$ cat src/rtl/fp_mult_arbiter.sv
// rtl/fp_mult_arbiter.sv - round-robin front end for one shared DLFloat16 multiplier
// Two-stage pipeline: S1 registers the winner's operands, S2 captures the product.
module fp_mult_arbiter #(
  parameter int NREQ = 4,
  parameter int TAGW = 2
) (
  input  logic                 clk,
  input  logic                 rst,
  input  logic [NREQ-1:0]      req_valid,
  output logic [NREQ-1:0]      req_ready,
  input  logic [16*NREQ-1:0]   req_a,
  input  logic [16*NREQ-1:0]   req_b,
  output logic [15:0]          mul_a,
  output logic [15:0]          mul_b,
  input  logic [19:0]          mul_c,
  output logic                 rsp_valid,
  input  logic                 rsp_ready,
  output logic [19:0]          rsp_data,
  output logic [TAGW-1:0]      rsp_tag,
  output logic [1:0]           rsp_exc
);

  localparam logic [19:0] RES_ONES = 20'hFFFFF;

  logic            v1;
  logic            v2;
  logic [TAGW-1:0] tag1;
  logic [TAGW-1:0] rr;

  logic            s2_take;
  logic            s1_free;
  logic            grant_any;
  logic            grant;
  logic [TAGW-1:0] grant_idx;

  logic [15:0]     a_lane [NREQ];
  logic [15:0]     b_lane [NREQ];

  // Modular increment that also works for non-power-of-two NREQ.
  function automatic logic [TAGW-1:0] wrap_add(input logic [TAGW-1:0] base, input int off);
    int s;
    s = int'(base) + off;
    if (s >= NREQ) s = s - NREQ;
    return TAGW'(s);
  endfunction

  always_comb begin
    for (int i = 0; i < NREQ; i++) begin
      a_lane[i] = req_a[16*i +: 16];
      b_lane[i] = req_b[16*i +: 16];
    end
  end

  assign s2_take = v1 & (~v2 | rsp_ready);
  assign s1_free = ~v1 | s2_take;

  // Search starts at rr and wraps; the first valid requester wins.
  always_comb begin
    logic [TAGW-1:0] idx;
    grant_any = 1'b0;
    grant_idx = '0;
    idx       = '0;
    for (int k = 0; k < NREQ; k++) begin
      idx = wrap_add(rr, k);
      if (!grant_any && req_valid[idx]) begin
        grant_any = 1'b1;
        grant_idx = idx;
      end
    end
  end

  assign grant = grant_any & s1_free;

  always_comb begin
    req_ready = '0;
    if (grant) req_ready[grant_idx] = 1'b1;
  end

  // Stage 1: operands feed the combinational multiplier directly.
  always_ff @(posedge clk or posedge rst) begin
    if (rst) begin
      v1    <= 1'b0;
      mul_a <= 16'h0000;
      mul_b <= 16'h0000;
      tag1  <= '0;
      rr    <= '0;
    end else if (grant) begin
      v1    <= 1'b1;
      mul_a <= a_lane[grant_idx];
      mul_b <= b_lane[grant_idx];
      tag1  <= grant_idx;
      rr    <= wrap_add(grant_idx, 1);
    end else if (s2_take) begin
      v1    <= 1'b0;
    end
  end

  // Stage 2: holds the product until the consumer accepts it.
  always_ff @(posedge clk or posedge rst) begin
    if (rst) begin
      v2       <= 1'b0;
      rsp_data <= 20'h00000;
      rsp_tag  <= '0;
      rsp_exc  <= 2'b00;
    end else if (s2_take) begin
      v2       <= 1'b1;
      rsp_data <= mul_c;
      rsp_tag  <= tag1;
      rsp_exc  <= {mul_c == RES_ONES, mul_c == 20'h00000};
    end else if (rsp_ready) begin
      v2       <= 1'b0;
    end
  end

  assign rsp_valid = v2;

endmodule
$ cat config.mk
export PLATFORM = sky130hd
export DESIGN_NAME = fp_mult_arbiter
export DESIGN_NICKNAME = d
export VERILOG_FILES = /design/src/rtl/fp_mult_arbiter.sv
export SDC_FILE = /design/constraint.sdc
export NUM_CORES = 1
export LEC_CHECK = 0
export CAP_MARGIN = 25
export CORE_MARGIN = 4
export CORE_UTILIZATION = 34
export CTS_CLUSTER_DIAMETER = 200
export DETAILED_ROUTE_END_ITERATION = 10
export PLACE_DENSITY_LB_ADDON = 0.1
export SYNTH_ARGS = -nofsm -noshare
export SYNTH_HDL_FRONTEND = slang
export SYNTH_SLANG_ARGS = --single-unit
$ cat constraint.sdc
create_clock -name clk -period 1.8 [get_ports clk]
set_input_delay 0.36 -clock clk [delete_from_list [all_inputs] [get_ports clk]]
set_output_delay 0.36 -clock clk [all_outputs]
set_load 0.02 [all_outputs]
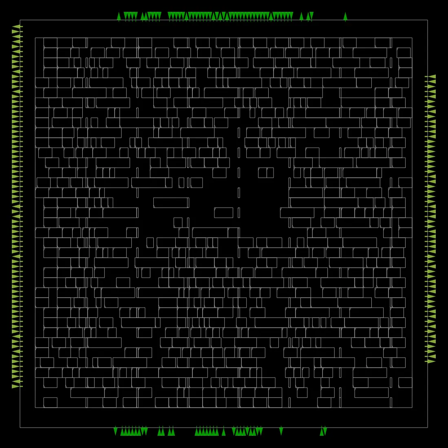
**Above:** run 1 (placed standard cells).
sequential share of cell area: 23.9%
Util after Layout: 63.0%
Layout Cells excl Fill: 767

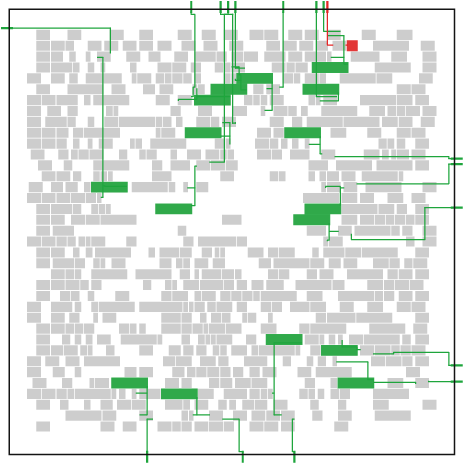
**Above:** run 1 (nets reached from selected ports).
Scale: 4 px per µm.
legend:
  rst:
    color: red
    direction: input
    end_cells: 1
    wire: 10.2 µm
  mul_b:
    color: green
    direction: output
    end_cells: 16
    wire: 583 µm

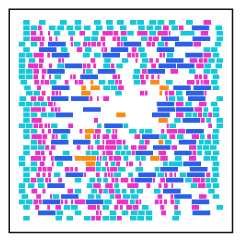
**Above:** run 1 (cell classes on the final placement).
Scale: 2 px per µm.
legend:
  remaining buffers and delay cells:
    color: cyan
    cells: 266
  clock drivers and dummy loads:
    color: orange
    cells: 15
  registers:
    color: blue
    cells: 62
  remaining logic cells:
    color: magenta
    cells: 288

==> Slide: Implementation Results, run 1 <==
Implementation Results

CTS
  • Late-Pin Clk Latency: 0.33 ns
  • CTS tree: built
  • Clock Pin Slew Worst Setup and Hold Paths: approximately 0.080 ns
  • Htree depth: 3
  • Root Driver: clkbuf_8
  • Clk sinks: 62
  • Cts bufs inserted: 9

Layout
  • Layout area overhead: 80.5%
  • Biggest register: rsp_data
  • Largest register FFs: 20
  • Reg area: 1550 µm²
  • Diodes inserted: 0
  • Fin nets: between 700 and 800

Critical path
  • Reg2Reg Launch Point: rr[1]
  • CP Max Fanout: 7
  • Crit Path Category: input pin to primary output
  • Crit. End Element: primary output
  • CP required: 1.44 ns
  • CP Launch Type: input pin
  • Crit path DAT: ~1.6 ns
  • Crit-path cells: dlygate4sd2_1 -> buf_4 -> nor2b_4 -> a221o_1 -> and2_4 -> buf_6
  • Crit path max-delay family: buffers and inverters
  • WP buf/inv: 3
  • Worst R2R Path Depth: 7
  • CP Depth: 6
  • Crit-path slowest cell: a221o_1
  • Max incr delay on CP: 0.34 ns

Placement
  • I/O Buffers: between 200 and 250
  • Place WS: -0.857 ns
  • GPL Wtd Cong: 0.839

Run status
  • Run status: finished, violations left
  • Failing checks: negative setup slack

Yosys
  • Most frequent cell after synthesis: dfrtp_1
  • Net count after synthesis: 542
  • Post-synthesis simple-gate area fraction: between 10% and 20%
  • Post-Synth XOR/XNOR Area: 0%
  • Syn. warnings: 0
  • Area share of the largest cell type after synthesis: 43.1%
  • Yosys cell count: 387
  • Async SR Flop Fraction: 100%
  • Main logic family: AND-OR/OR-AND gates
  • Area leader, netlist: dfrtp_1
  • Syn avg cell area: 9.31 µm²
  • Cell area leaders: dfrtp_1 43%, a221oi_1 8.0%, mux2_2 6.9%
  • Synthesized instance count: 387
  • Cell Type Count: 38

Flow run
  • Max-capacitance violation count: 0
  • OpenROAD warnings: 29

GRT
  • First-pass GRT wire length: around 22 mm
  • Vias in the first global route: just over 4000
  • GRT Total Usage: between 20% and 30%

Floorplan
  • I/O pin cnt: 216
  • Die height: roughly 110 µm
  • Row cnt: 37

Min path
  • HP Class: input pin to asynchronous set/reset pin

Drt
  • Via count: 4012
  • Antenna Violating Nets Remaining: 0
  • DRC violations left: 0
  • WL final: 13.6 mm
  • Initial DRT Pass Iterations: 4

Timing
  • Fin worst setup slack: -0.168 ns
  • Final Hold Fails: 0
  • Tightest Pin Transition: about 0.4 ns
  • Tcrit/Tclk final: 109%
  • Slew margin rel.: 72.7%
  • Final Setup Violations: 12
  • Clk_skew: 0.0123 ns
[run 1: power by group]
| group | leakage [nW] | switching [mW] | internal, mW |
|---|---|---|---|
| combinational | 1.86 | 1.32 | 1.34 |
| sequential | 0.716 | 0.162 | 1.66 |
| clock | 0.0911 | 0.550 | 0.629 |
| total | 2.67 | 2.03 | 3.63 |
[run 1: routing by layer]
layer	vias to the layer above	share of wire (%)	track usage [%]
met5	-	0	0
met1	1880	40	25.3
met4	0	1.8	6.57
li1	1939	-	-
met3	18	9.0	6.06
met2	175	50	38.1
[run 1: area by class of cell]
class,count,share of cell area (%)
clock buffers,9,1.91
clock inverters,6,0.982
inverters,4,0.327
multi-input cells,284,30.6
flip-flops and latches,62,23.9
well taps,136,2.62
repair buffers,266,39.7
[run 1: timing repair]
item,in CTS,in global routing
resized,47,20
endpoints found under the setup margin,38,37
hold buffers,0,0
cloned,0,0
pin swaps,7,0
setup buffers,4,0
[run 1: stage by stage]
stage                     TNS [ns]  instance area (µm²)  hold WS [ns]  std cells  total power, mW
after floorplan            -0.0724                 3630         0.446        387             3.10
after global placement      -22.53                 6140         0.458        748             4.34
after detailed placement    -24.57                 6140         0.475        748             4.38
after CTS                    -2.35                 6420         0.461        767             5.65
after global routing         -2.98                 6500         0.472        767             6.00
final                       -0.713                 6500         0.461        767             5.66
[run 1: placed cells by master, fill, tap and decap left out, types with 3 or more instances in the layout]
cell type,instances
nand2b_1,3
buf_6,9
dfrtp_1,61
dlygate4sd2_1,3
and3_1,33
a21boi_0,5
nand4_1,5
a221oi_1,21
clkbuf_8,9
mux2_2,22
a221oi_2,12
o21ai_0,6
nor4_1,5
clkdlybuf4s50_1,207
nand2_1,10
o21ai_1,33
nor2_1,35
a21boi_1,27
a21oi_1,35
buf_4,44
clkinvlp_4,3
--- run 2 (diff from run 1) ---
--- a/config.mk
+++ b/config.mk
@@ -7,9 +7,11 @@
 export LEC_CHECK = 0
 export CAP_MARGIN = 25
 export CORE_MARGIN = 4
-export CORE_UTILIZATION = 34
+export CORE_UTILIZATION = 35
+export CTS_BUF_LIST = sky130_fd_sc_hd__clkbuf_4 sky130_fd_sc_hd__clkbuf_8
 export CTS_CLUSTER_DIAMETER = 200
 export DETAILED_ROUTE_END_ITERATION = 10
+export GPL_ROUTABILITY_DRIVEN = 0
 export PLACE_DENSITY_LB_ADDON = 0.1
 export SYNTH_ARGS = -nofsm -noshare
 export SYNTH_HDL_FRONTEND = slang
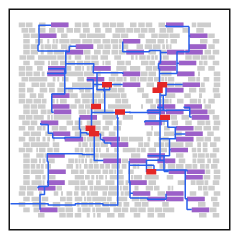
**Above:** run 2 (clock distribution).
Scale: 2 px per µm.
legend:
  clock wires:
    color: blue
    length: 894 µm
  clock-net drivers:
    color: red
    count: 9
  flip-flops:
    color: purple
    count: 62
flops lie: widely spread

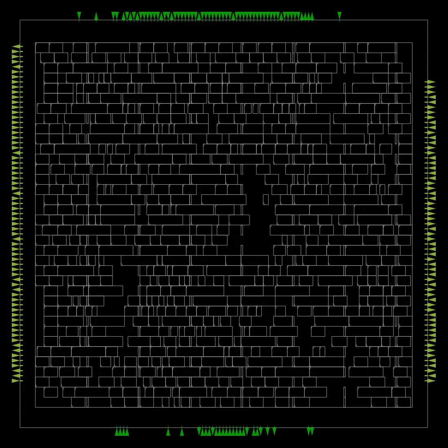
**Above:** run 2 (placed standard cells).
# Taps: 133
sequential share of cell area: 20.9%
Layout Cells excl Fill: 779

==> run 2 against run 1 <==
The run still ends with negative setup slack left. Largest cell class unchanged. Final area up 14%. Sequential cell count unchanged. Maximum frequency fell by 3.1%. Die area down 2.7%. Global-route usage increased by 3.1 points. Largest power group unchanged. Clock power is 4% higher. Clock skew decreased by 0.0020 ns.
==> Slide: Implementation Results, run 2 <==
Implementation Results

Layout
  • Top cell excl fill/tap: clkdlybuf4s50_1
  • Design area: 7440 µm² (+14%)
  • Reg area: 1550 µm² (unchanged)
  • Diodes inserted: 0 (unchanged)
  • Largest register FFs: 20 (unchanged)
  • Layout area overhead: 106%

Yosys
  • Syn. warnings: 0 (unchanged)
  • Post-synth top cells: 62 x dfrtp_1, 37 x a21oi_1, 36 x nor2_1, 34 x o21ai_1
  • Net count after synthesis: 542 (unchanged)
  • Cell area leaders: dfrtp_1 43%, a221oi_1 8.0%, mux2_2 6.9%
  • Area leader, netlist: dfrtp_1
  • Post-Synth XOR/XNOR Area: 0% (unchanged)
  • Post-synthesis simple-gate area fraction: 15.8% (unchanged)
  • Syn avg cell area: 9.31 µm² (unchanged)
  • Main logic family: AND-OR/OR-AND gates
  • Yosys cell count: 387 (unchanged)
  • Async SR Flop Fraction: 100% (unchanged)
  • Area share of the largest cell type after synthesis: 43.1% (unchanged)
  • Most frequent cell after synthesis: dfrtp_1
  • Cell Type Count: 38 (unchanged)

Power
  • Pwr top: combinational cells
  • Sw Pwr: 2.39 mW (+18%)
  • Pleak: between 2 and 3 nW
  • Net Sw Frac: 37.0% (+1.2 points)
  • Clk pwr share: 19.1% (-1.7 points)
  • Power in sequential cells: 1.83 mW (about the same)
  • Combinational cell power: 3.40 mW (+28%)
  • Share of power burned in combinational logic: 52.7% (+5.8 points)
  • Clk. pwr: 1.23 mW (+4%)
  • Int Power: 4.07 mW (+12%)

Drt
  • Antenna Violating Nets Remaining: 0 (unchanged)
  • Routed metal-1 wirelength: 6.03 mm (+12%)
  • Via count: 4275 (+6.6%)
  • WL final: 16.1 mm (+19%)
  • DRC violations left: 0 (unchanged)
  • Wire length on met3: 1.39 mm (+14%)
  • Initial DRT Pass Iterations: 4 (unchanged)
  • Metal2 WL: 8.21 mm (+22%)

Critical path
  • Crit. End Element: primary output
  • CP required: 1.44 ns (about the same)
  • CP Launch Type: flop
  • Crit path DAT: 1.67 ns (+0.06 ns)
  • Max incr delay on CP: 0.44 ns (+0.10 ns)
  • Worst R2R Path Depth: 10 (+3)
  • CP Max Fanout: 5 (-2)
  • Crit-path cells: buf_6 -> nand2_4 -> a311o_2 -> nand2_4 -> nor3_4 -> buf_6
  • Crit Path Category: flop to primary output

CTS
  • Htree depth: 3 (unchanged)
  • Hold-fix buffers, CTS: 0 (unchanged)
  • CTS tree: built
  • Root Driver: clkbuf_8
  • Late-Pin Clk Latency: 0.33 ns (about the same)

Placement
  • Dpl cells: 741 (-0.94%)
  • Placed Area: 6110 µm² (-0.39%)
  • Place WS: -0.800 ns (+0.0569 ns)
  • I/O Buffers: 215 (unchanged)

Timing
  • Final Setup Violations: 37 (+25)
  • Tightest Pin Transition: 0.396 ns (-0.0140 ns)
  • Final Hold Fails: 0 (unchanged)
  • Tcrit/Tclk final: 113% (+3.6 points)
  • Fin worst setup slack: -0.232 ns (-0.0639 ns)
  • Clk_skew: 0.0104 ns (-0.00198 ns)
  • Setup_tns: -4.01 ns (-3.29 ns)

Floorplan
  • Row cnt: 36 (-2.7%)
  • Die area: 12000 µm²
  • Die height: 109 µm (-1.3%)
  • I/O pin cnt: 216 (unchanged)

Run status
  • Run status: finished, violations left
  • Failing checks: negative setup slack

GRT
  • GRT Total Usage: 24.7% (+3.1 points)
  • First-pass GRT wire length: 22.5 mm (+4.8%)
  • Vias in the first global route: 4257 (+2.7%)

Min path
  • HP Class: input pin to asynchronous set/reset pin

Flow run
  • Max-capacitance violation count: 0 (unchanged)
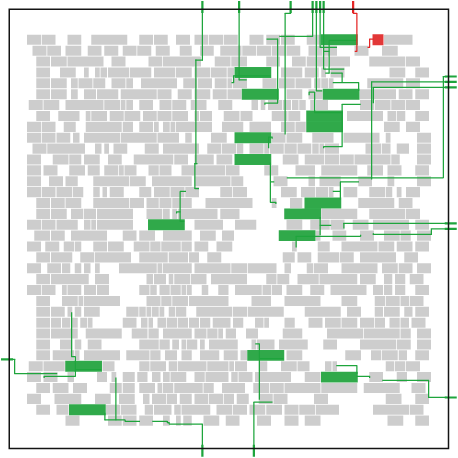
**Above:** run 2 (nets reached from selected ports).
Scale: 4 px per µm.
legend:
  rst:
    color: red
    direction: input
    end_cells: 1
    wire: 14.8 µm
  mul_b:
    color: green
    direction: output
    end_cells: 16
    wire: 661 µm

run 2: cell counts after synthesis:
No cell type changed its count.
run 2: cell families (layout without fill, tap and decap cells):
group,Yosys count,after routing
flip-flops,62,62
multiplexers,23,23
AND/OR/NAND/NOR,110,110
buffers and inverters,41,300
AND-OR/OR-AND,151,151
run 2: repair_timing:
| action | in CTS | in global routing |
|---|---|---|
| buffers inserted | 13 | 2 |
| pin swaps | 51 | 53 |
| gates resized | 116 | 101 |
| endpoints found under the setup margin | 38 | 38 |
| gates cloned | 6 | 3 |
| endpoints found under the hold margin | 0 | 0 |
run 2: metrics by stage:
step / power, mW / util (%) / hold WS, ns
detailed placement: 4.39 / 61.7 / 0.482
CTS: 6.06 / 69.7 / 0.470
global placement: 4.35 / 61.7 / 0.457
finish: 6.46 / 75.1 / 0.460
floorplan: 3.10 / - / 0.446
global route: 6.76 / 75.1 / 0.490
run 2: area by class of cell:
type | instances | share of cell area (%)
Multi-Input combinational cell | 284 | 34.1
Clock inverter | 6 | 0.841
Clock buffer | 10 | 1.77
Timing Repair Buffer | 280 | 39.9
Tap cell | 133 | 2.24
Inverter | 4 | 0.320
Sequential cell | 62 | 20.9
run 2: critical path, delay by kind of cell (launching register included):
family / cells / cell delay, ns
and+or+nand+nor: 3 / 0.20
AOI/OAI and AO/OA: 1 / 0.44
buffers and inverters: 2 / 0.28
DFF: 1 / 0.42
run 2: metal layers:
| layer | up-vias | global-route usage (%) |
|---|---|---|
| met3 | 39 | 5.64 |
| met4 | 0 | 10.5 |
| met5 | - | 0 |
| met1 | 2052 | 29.6 |
| met2 | 216 | 42.3 |
| li1 | 1968 | - |
Power is estimated from default activity; no workload was simulated.
